**src/rtl/alu_rs_scheduler_pkg.sv**
```systemverilog
`default_nettype none
// ============================================================================
//  Module      : alu_rs_scheduler_pkg
//  Description : Shared widths, opcode encodings and entry types for the ALU
//                reservation-station scheduler, plus the bypass snoop helper.
//  Revision    : 1.0 - initial release
// ============================================================================
package alu_rs_scheduler_pkg;

    localparam int DATA_WIDTH       = 32;
    localparam int ADDR_WIDTH       = 32;
    localparam int ROB_WIDTH        = 4;
    localparam int INS_TYPE_WIDTH   = 6;
    localparam int DEF_RS_SIZE      = 8;
    localparam int DEF_RS_IDX_WIDTH = 3;

    localparam logic [DATA_WIDTH-1:0] ZERO_DATA = '0;
    localparam logic [ADDR_WIDTH-1:0] ZERO_ADDR = '0;

    localparam logic [INS_TYPE_WIDTH-1:0] INS_ADD  = 6'd1;
    localparam logic [INS_TYPE_WIDTH-1:0] INS_ADDI = 6'd2;
    localparam logic [INS_TYPE_WIDTH-1:0] INS_BEQ  = 6'd3;

    typedef struct packed {
        logic                  ready;
        logic [DATA_WIDTH-1:0] value;
        logic [ROB_WIDTH-1:0]  tag;
    } operand_t;

    typedef struct packed {
        logic                      valid;
        logic [INS_TYPE_WIDTH-1:0] ins_type;
        logic [DATA_WIDTH-1:0]     imm;
        logic [ADDR_WIDTH-1:0]     pc;
        logic [ROB_WIDTH-1:0]      reorder;
        operand_t                  rs1;
        operand_t                  rs2;
    } rs_entry_t;

    // A waiting operand captures a matching broadcast; the ALU bus wins when
    // both buses carry the same tag.
    function automatic operand_t snoop(
        input operand_t              op,
        input logic                  alu_en,
        input logic [ROB_WIDTH-1:0]  alu_tag,
        input logic [DATA_WIDTH-1:0] alu_val,
        input logic                  lsu_en,
        input logic [ROB_WIDTH-1:0]  lsu_tag,
        input logic [DATA_WIDTH-1:0] lsu_val
    );
        operand_t r;
        r = op;
        if (!op.ready) begin
            if (alu_en && (alu_tag == op.tag)) begin
                r.ready = 1'b1;
                r.value = alu_val;
            end else if (lsu_en && (lsu_tag == op.tag)) begin
                r.ready = 1'b1;
                r.value = lsu_val;
            end
        end
        return r;
    endfunction

endpackage
`default_nettype wire

```
**src/rtl/alu_rs_scheduler_prio_enc.sv**
```systemverilog
`default_nettype none
// ============================================================================
//  Module      : rs_prio_enc
//  Description : Lowest-set-bit encoder with a found flag.
//  Ports       : req_i   - request vector
//                idx_o   - index of the lowest set bit (0 when none)
//                found_o - at least one bit of req_i is set
//  Revision    : 1.0 - initial release
// ============================================================================
module rs_prio_enc #(
    parameter int WIDTH     = 8,
    parameter int IDX_WIDTH = 3
) (
    input  logic [WIDTH-1:0]     req_i,
    output logic [IDX_WIDTH-1:0] idx_o,
    output logic                 found_o
);

    // Scanning downward lets the lowest set bit overwrite any higher one.
    always_comb begin
        idx_o   = '0;
        found_o = 1'b0;
        for (int i = WIDTH - 1; i >= 0; i--) begin
            if (req_i[i]) begin
                idx_o   = IDX_WIDTH'(i);
                found_o = 1'b1;
            end
        end
    end

endmodule
`default_nettype wire

```
**src/rtl/alu_rs_scheduler.sv**
```systemverilog
`default_nettype none
// ============================================================================
//  Module      : alu_rs_scheduler
//  Description : Reservation station in front of the shared ALU. Buffers
//                dispatched instructions, snoops ALU/LSU bypass buses for
//                operands and issues one ready entry per cycle into a
//                registered ALU input stage.
//  Ports       : clk_in, rst_in (sync, active high), rdy_in (global freeze)
//                dec2rs_*  - dispatch from decoder; rs2dec_full back-pressure
//                alu2rs_*/lsu2rs_* - bypass broadcasts
//                rob2rs_flush - mispredict rollback
//                rs2alu_*  - registered issue to ALU
//  Revision    : 1.0 - initial release
// ============================================================================
module alu_rs_scheduler
    import alu_rs_scheduler_pkg::*;
#(
    parameter int RS_SIZE      = DEF_RS_SIZE,
    parameter int RS_IDX_WIDTH = DEF_RS_IDX_WIDTH
) (
    input  logic                      clk_in,
    input  logic                      rst_in,
    input  logic                      rdy_in,
    input  logic                      dec2rs_enable,
    input  logic [INS_TYPE_WIDTH-1:0] dec2rs_ins_type,
    input  logic                      dec2rs_rs1_ready,
    input  logic                      dec2rs_rs2_ready,
    input  logic [DATA_WIDTH-1:0]     dec2rs_rs1_value,
    input  logic [DATA_WIDTH-1:0]     dec2rs_rs2_value,
    input  logic [ROB_WIDTH-1:0]      dec2rs_rs1_tag,
    input  logic [ROB_WIDTH-1:0]      dec2rs_rs2_tag,
    input  logic [DATA_WIDTH-1:0]     dec2rs_imm,
    input  logic [ADDR_WIDTH-1:0]     dec2rs_pc,
    input  logic [ROB_WIDTH-1:0]      dec2rs_reorder,
    output logic                      rs2dec_full,
    input  logic                      alu2rs_bypass_enable,
    input  logic [ROB_WIDTH-1:0]      alu2rs_bypass_reorder,
    input  logic [DATA_WIDTH-1:0]     alu2rs_bypass_value,
    input  logic                      lsu2rs_bypass_enable,
    input  logic [ROB_WIDTH-1:0]      lsu2rs_bypass_reorder,
    input  logic [DATA_WIDTH-1:0]     lsu2rs_bypass_value,
    input  logic                      rob2rs_flush,
    output logic                      rs2alu_enable,
    output logic [DATA_WIDTH-1:0]     rs2alu_rs1,
    output logic [DATA_WIDTH-1:0]     rs2alu_rs2,
    output logic [DATA_WIDTH-1:0]     rs2alu_imm,
    output logic [INS_TYPE_WIDTH-1:0] rs2alu_ins_type,
    output logic [ADDR_WIDTH-1:0]     rs2alu_pc,
    output logic [ROB_WIDTH-1:0]      rs2alu_reorder
);

    rs_entry_t r_ent_q [RS_SIZE];
    rs_entry_t w_ent_d [RS_SIZE];
    rs_entry_t w_new;

    logic                      r_en_q,   w_en_d;
    logic [DATA_WIDTH-1:0]     r_rs1_q,  w_rs1_d;
    logic [DATA_WIDTH-1:0]     r_rs2_q,  w_rs2_d;
    logic [DATA_WIDTH-1:0]     r_imm_q,  w_imm_d;
    logic [INS_TYPE_WIDTH-1:0] r_type_q, w_type_d;
    logic [ADDR_WIDTH-1:0]     r_pc_q,   w_pc_d;
    logic [ROB_WIDTH-1:0]      r_rob_q,  w_rob_d;

    logic [RS_SIZE-1:0]      w_valid_vec;
    logic [RS_SIZE-1:0]      w_ready_vec;
    logic [RS_SIZE-1:0]      w_free_vec;
    logic [RS_IDX_WIDTH-1:0] w_free_idx;
    logic [RS_IDX_WIDTH-1:0] w_sel_idx;
    logic                    w_free_found;
    logic                    w_sel_found;

    for (genvar i = 0; i < RS_SIZE; i++) begin : g_vec
        assign w_valid_vec[i] = r_ent_q[i].valid;
        assign w_ready_vec[i] = r_ent_q[i].valid & r_ent_q[i].rs1.ready & r_ent_q[i].rs2.ready;
    end

    assign w_free_vec  = ~w_valid_vec;
    assign rs2dec_full = &w_valid_vec;

    rs_prio_enc #(.WIDTH(RS_SIZE), .IDX_WIDTH(RS_IDX_WIDTH)) u_free_enc (
        .req_i   (w_free_vec),
        .idx_o   (w_free_idx),
        .found_o (w_free_found)
    );

    rs_prio_enc #(.WIDTH(RS_SIZE), .IDX_WIDTH(RS_IDX_WIDTH)) u_sel_enc (
        .req_i   (w_ready_vec),
        .idx_o   (w_sel_idx),
        .found_o (w_sel_found)
    );

    always_comb begin
        w_ent_d  = r_ent_q;
        w_en_d   = r_en_q;
        w_rs1_d  = r_rs1_q;
        w_rs2_d  = r_rs2_q;
        w_imm_d  = r_imm_q;
        w_type_d = r_type_q;
        w_pc_d   = r_pc_q;
        w_rob_d  = r_rob_q;

        w_new.valid    = 1'b1;
        w_new.ins_type = dec2rs_ins_type;
        w_new.imm      = dec2rs_imm;
        w_new.pc       = dec2rs_pc;
        w_new.reorder  = dec2rs_reorder;
        w_new.rs1      = snoop('{dec2rs_rs1_ready, dec2rs_rs1_value, dec2rs_rs1_tag},
                               alu2rs_bypass_enable, alu2rs_bypass_reorder, alu2rs_bypass_value,
                               lsu2rs_bypass_enable, lsu2rs_bypass_reorder, lsu2rs_bypass_value);
        w_new.rs2      = snoop('{dec2rs_rs2_ready, dec2rs_rs2_value, dec2rs_rs2_tag},
                               alu2rs_bypass_enable, alu2rs_bypass_reorder, alu2rs_bypass_value,
                               lsu2rs_bypass_enable, lsu2rs_bypass_reorder, lsu2rs_bypass_value);

        if (rdy_in) begin
            if (rob2rs_flush) begin
                for (int i = 0; i < RS_SIZE; i++) begin
                    w_ent_d[i].valid = 1'b0;
                end
                w_en_d = 1'b0;
            end else begin
                for (int i = 0; i < RS_SIZE; i++) begin
                    if (r_ent_q[i].valid) begin
                        w_ent_d[i].rs1 = snoop(r_ent_q[i].rs1,
                            alu2rs_bypass_enable, alu2rs_bypass_reorder, alu2rs_bypass_value,
                            lsu2rs_bypass_enable, lsu2rs_bypass_reorder, lsu2rs_bypass_value);
                        w_ent_d[i].rs2 = snoop(r_ent_q[i].rs2,
                            alu2rs_bypass_enable, alu2rs_bypass_reorder, alu2rs_bypass_value,
                            lsu2rs_bypass_enable, lsu2rs_bypass_reorder, lsu2rs_bypass_value);
                    end
                end

                w_en_d = w_sel_found;
                if (w_sel_found) begin
                    w_rs1_d  = r_ent_q[w_sel_idx].rs1.value;
                    w_rs2_d  = r_ent_q[w_sel_idx].rs2.value;
                    w_imm_d  = r_ent_q[w_sel_idx].imm;
                    w_type_d = r_ent_q[w_sel_idx].ins_type;
                    w_pc_d   = r_ent_q[w_sel_idx].pc;
                    w_rob_d  = r_ent_q[w_sel_idx].reorder;
                    w_ent_d[w_sel_idx].valid = 1'b0;
                end

                // The free slot comes from start-of-cycle valid bits, so it can
                // never be the entry issued on this edge.
                if (dec2rs_enable && w_free_found) begin
                    w_ent_d[w_free_idx] = w_new;
                end
            end
        end
    end

    always_ff @(posedge clk_in) begin
        if (rst_in) begin
            for (int i = 0; i < RS_SIZE; i++) begin
                r_ent_q[i] <= '0;
            end
            r_en_q   <= 1'b0;
            r_rs1_q  <= ZERO_DATA;
            r_rs2_q  <= ZERO_DATA;
            r_imm_q  <= ZERO_DATA;
            r_type_q <= '0;
            r_pc_q   <= ZERO_ADDR;
            r_rob_q  <= '0;
        end else begin
            r_ent_q  <= w_ent_d;
            r_en_q   <= w_en_d;
            r_rs1_q  <= w_rs1_d;
            r_rs2_q  <= w_rs2_d;
            r_imm_q  <= w_imm_d;
            r_type_q <= w_type_d;
            r_pc_q   <= w_pc_d;
            r_rob_q  <= w_rob_d;
        end
    end

    assign rs2alu_enable   = r_en_q;
    assign rs2alu_rs1      = r_rs1_q;
    assign rs2alu_rs2      = r_rs2_q;
    assign rs2alu_imm      = r_imm_q;
    assign rs2alu_ins_type = r_type_q;
    assign rs2alu_pc       = r_pc_q;
    assign rs2alu_reorder  = r_rob_q;

endmodule
`default_nettype wire

```
**config.mk**
```make
export PLATFORM = sky130hd
export DESIGN_NAME = alu_rs_scheduler
export DESIGN_NICKNAME = d
export VERILOG_FILES = /design/src/rtl/alu_rs_scheduler_pkg.sv /design/src/rtl/alu_rs_scheduler_prio_enc.sv /design/src/rtl/alu_rs_scheduler.sv
export SDC_FILE = /design/constraint.sdc
export NUM_CORES = 2
export LEC_CHECK = 0
export CORE_UTILIZATION = 49
export CTS_CLUSTER_SIZE = 20
export DETAILED_ROUTE_END_ITERATION = 8
export PLACE_DENSITY = 0.68
export SLEW_MARGIN = 5
export SYNTH_ARGS = -nofsm -noshare
export SYNTH_HDL_FRONTEND = slang
export SYNTH_HIERARCHICAL = 1
export SYNTH_SLANG_ARGS = --single-unit
```
**constraint.sdc**
```tcl
create_clock -name clk_in -period 6.3 [get_ports clk_in]
set_input_delay 0.63 -clock clk_in [delete_from_list [all_inputs] [get_ports clk_in]]
set_output_delay 0.63 -clock clk_in [all_outputs]
set_load 0.03 [all_outputs]
```
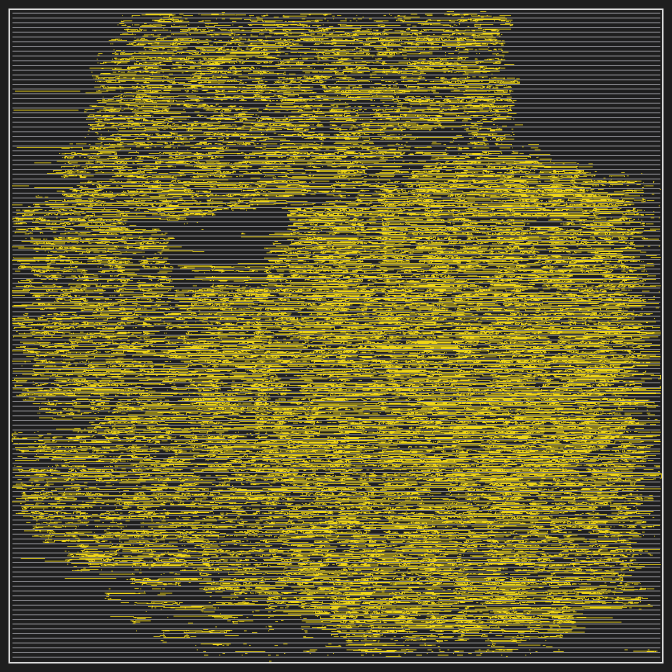
Fig. 1. Met1 routing.
Supply wires on this layer in grey.
main direction	horizontal
wire length on this layer	97.1 mm

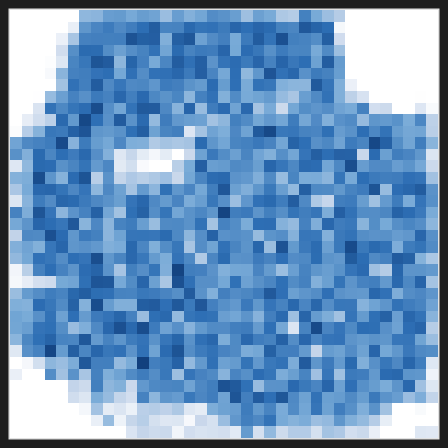
Fig. 2. Cell density map.
The die is cut into 37 by 37 equal tiles; white is low, dark blue is high, 0 to 100% covered.
fullest tile	93%
nearly empty tiles	11%
emptiest ninth of the die	top right
tiles over 75% full	15%

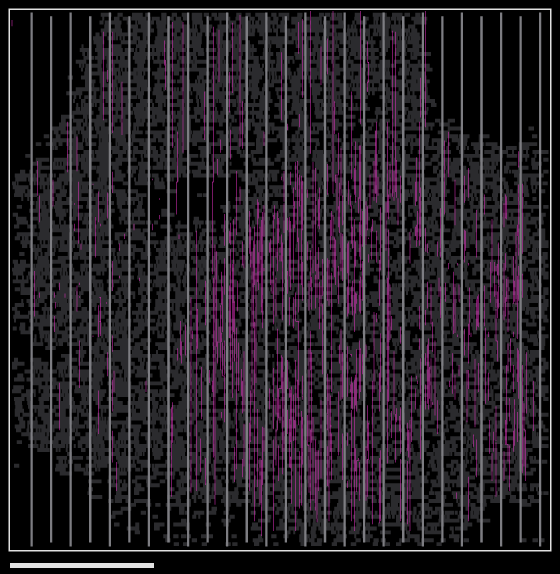
Fig. 3. Metal 4.
The bar under the picture is 100 µm long. Supply wires on this layer in grey. Cells faint in the background.
nets with wire on the layer	259
wire length on this layer	15,200 µm
main direction	vertical
longest straight run	180 µm

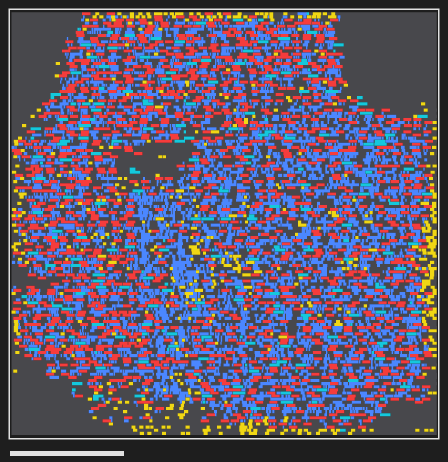
Fig. 4. Placed cells, one colour a class.
The bar under the picture is 100 µm long. Fill, decap, tap and diode cells in grey.
colour	class	cells	share of their area
red	sequential cells	1,331	36%
cyan	clock drivers and dummy loads	253	6.5%
blue	combinational and other logic	5,649	50%
yellow	remaining buffers and delay cells	531	7.0%

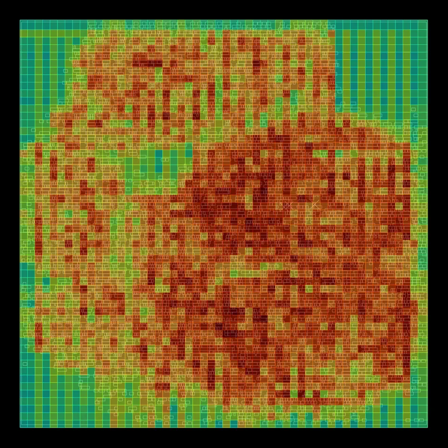
Fig. 5. Routing congestion map.
GRT Util Overall: 36.30%
met1 Track Usage GR: 45.55%

==> flow_metrics.py <==
# Metrics from the implementation run
metrics = {
    "run_status": {
        "outcome": "complete, but fails checks",
        "violations": "design-rule violations",
    },
    "logic_synthesis": {
        "syn-cell-area_mm2": 0.06802,
        "ys_types": 95,
        "top_area_share_pct": 39.18,
        "fp_nets": 8174,
        "synth_flop_count": 1331,
        "ys_sh_mux_pct": 12.62,
        "synth_warnings": 6,
        "avgSynthCellArea_um2": 8.559,
        "ys_sh_adder_pct": 0,
        "synth-edff-count": 0,
        "yosys.cell_count.top_type": "nand2_1",
        "netlist_top_cells_area": "dfxtp_1, nand2_1, mux4_2, a21oi_1, clkbuf_1",
        "synthArstFlopShare_pct": 0,
        "syn-instance-count": 7947,
        "ys_sh_simple_pct": 18.15,
        "ys_chip_area_mm2": 0.06802,
        "ys_seq_share_pct": 39.18,
        "aoi_share_pct": 21.24,
        "ys_cells": 7947,
        "topCombFamilyByArea": "AND-OR/OR-AND gates",
        "post-synth-top-area-cell": "dfxtp_1",
        "ys.flop_type": "dfxtp_1",
        "common_cells": "nand2_1, dfxtp_1, a21oi_1",
    },
    "final_layout": {
        "instances_no_fill": 9574,
        "largestClassByArea": "multi-input combinational cells",
        "nFillCells": 12240,
        "seq-cell-share_pct": 35.06,
        "comb_area_share_pct": 48.59,
        "layout-drive-gt1-share_pct": 13.14,
        "comb_cells": 5601,
        "syn_to_final_growth_pct": 11.74,
        "num_antenna_cells": 16,
        "clkbuf_count": 215,
        "layout.cells.most_common": "nand2_1",
        "flops": 1331,
        "clk_share_pct": 6.270,
        "layout_top_cells": "nand2_1, dfxtp_1, a21oi_1",
        "final_area_mm2": 0.07600,
        "buf_share_pct": 6.835,
        "utilization_pct": 55.21,
        "regArea_mm2": 0.02665,
        "num-nets-final": 7888,
        "nNonClkBuffers": 531,
        "num-nonclk-inverters": 48,
    },
    "floorplanning": {
        "die_h_um": 374.6,
        "std_cell_rows": 136,
        "fp_util_pct": 49.41,
        "core_mm2": 0.1377,
        "die_area_mm2": 0.1403,
        "fp.dieW_um": 374.6,
        "nWellTaps": 1794,
    },
    "global_routing": {
        "met3_usage_pct": 12.44,
        "antenna_found_initial": 45,
        "grt_max_degree": 226,
        "gr-total-overflow": 0,
        "grt_first_pass_wirelength_um": 389800,
        "gr-usage-met2_pct": 54.74,
        "grt_pass1_vias": 61720,
    },
    "clock_network": {
        "clock_sinks": 1331,
        "cts_buffers": 148,
        "tritoncts": "built",
        "clockBufferDepth": 3,
        "clk_latency_ns": 0.80,
        "cts_resized": 0,
        "clkTransAtPathRegs_ns": 0.06,
        "cts_root_buf": "clkbuf_16",
        "cts_setup_buffers": 0,
        "cts.htree.levels": 4,
    },
    "routing": {
        "wl_met3_um": 37760,
        "ant_nets": 0,
        "wl_met2_um": 114800,
        "drt_iter0_drc": 10010,
        "detail_route.wl_per_cell_um": 27.71,
        "top_layer_used": "met5",
        "firstDrtPassIters": 9,
        "drc": 3,
        "detailroute.via_count": 64770,
        "wl_met1_um": 97110,
        "wl_um": 265300,
    },
    "placement": {
        "dpl.hpwl_um": 145500,
        "io_buffers": 366,
        "place_ws_ns": 1.941,
        "gp_congestion": 0.9368,
        "dpl_cell_area_mm2": 0.07120,
        "dp_cells": 9305,
    },
    "pwr": {
        "pwr-share-clk_pct": 47.1,
        "pg_clk_w": 0.00872,
        "power_w": 0.01851,
        "p_seq_share_pct": 45.8,
        "p_seq_w": 0.00849,
        "power.group.top": "clock",
        "powerComb_w": 0.00131,
        "peakVddDrop_mv": 0.2326,
        "power.switching_w": 0.004616,
        "p_per_area_mw_per_mm2": 243.5,
        "p_sw_share_pct": 24.94,
        "p_leak_nw": 23.99,
        "pwr-share-comb_pct": 7.1,
    },
    "sta": {
        "period_needed_ns": 4.570,
        "fin_setup_tns_ns": 0,
        "setup_viol_count_final": 0,
        "fin_ws_ns": 1.730,
        "clock.fmax_ghz": 0.2188,
        "finalCritPeriodShare_pct": 72.53,
        "worstMarginPinSlew_ns": 1.380,
        "whs_ns": 0.3619,
        "relSlewSlack_pct": 8.025,
        "drv_slew": 0,
        "finalHoldViolations": 0,
        "rsz0062_at_grt": "no",
        "final.setup_skew_ns": 0.02617,
    },
    "job": {
        "warnings": 63,
        "drv_cap": 0,
    },
    "critical_path": {
        "critPathKind": "flip-flop to flip-flop",
        "rr_worst_depth": 9,
        "worstPathMaxFanout": 53,
        "critPathLaunchType": "flip-flop",
        "max_stage_delay_ns": 0.89,
        "arrival_ns": 5.26,
        "path_common_cell": "buf_4",
        "reg2reg_slack_ns": 1.73,
        "end_kind": "flip-flop",
        "required_ns": 6.99,
        "cp_cell_sequence": "inv_1 -> nor4_2 -> nor2b_1 -> nor3_1 -> nand2_4 -> buf_4 -> buf_4 -> nand2_1 -> a21oi_1",
        "cp-endpoint": "r_ent_q[1004]",
        "crit_start": "r_ent_q[744]",
    },
    "min_path": {
        "min_to": "r_ent_q[946]",
        "hp-start": "rst_in",
        "holdPathStages": 2,
        "min_path_type": "primary input to flip-flop",
    },
}
-- state kept, by name (all words and copies together), names as in the netlist --
| signal | flops |
|---|---|
| rs2alu_pc | 32 |
| r_ent_q | 1192 |
| rs2alu_imm | 32 |
| rs2alu_ins_type | 6 |
| rs2alu_reorder | 4 |
| rs2alu_enable | 1 |
| rs2alu_rs2 | 32 |
| rs2alu_rs1 | 32 |
-- worst max-delay path, delay by kind of cell (launching register included) --
family | cells | cell delay, ns
AND-OR/OR-AND | 1 | 0.19
AND/OR/NAND/NOR | 5 | 2.32
flip-flops | 1 | 0.42
buffers and inverters | 3 | 1.42
Power figures rest on the tool's default switching activity, not on a simulated workload.
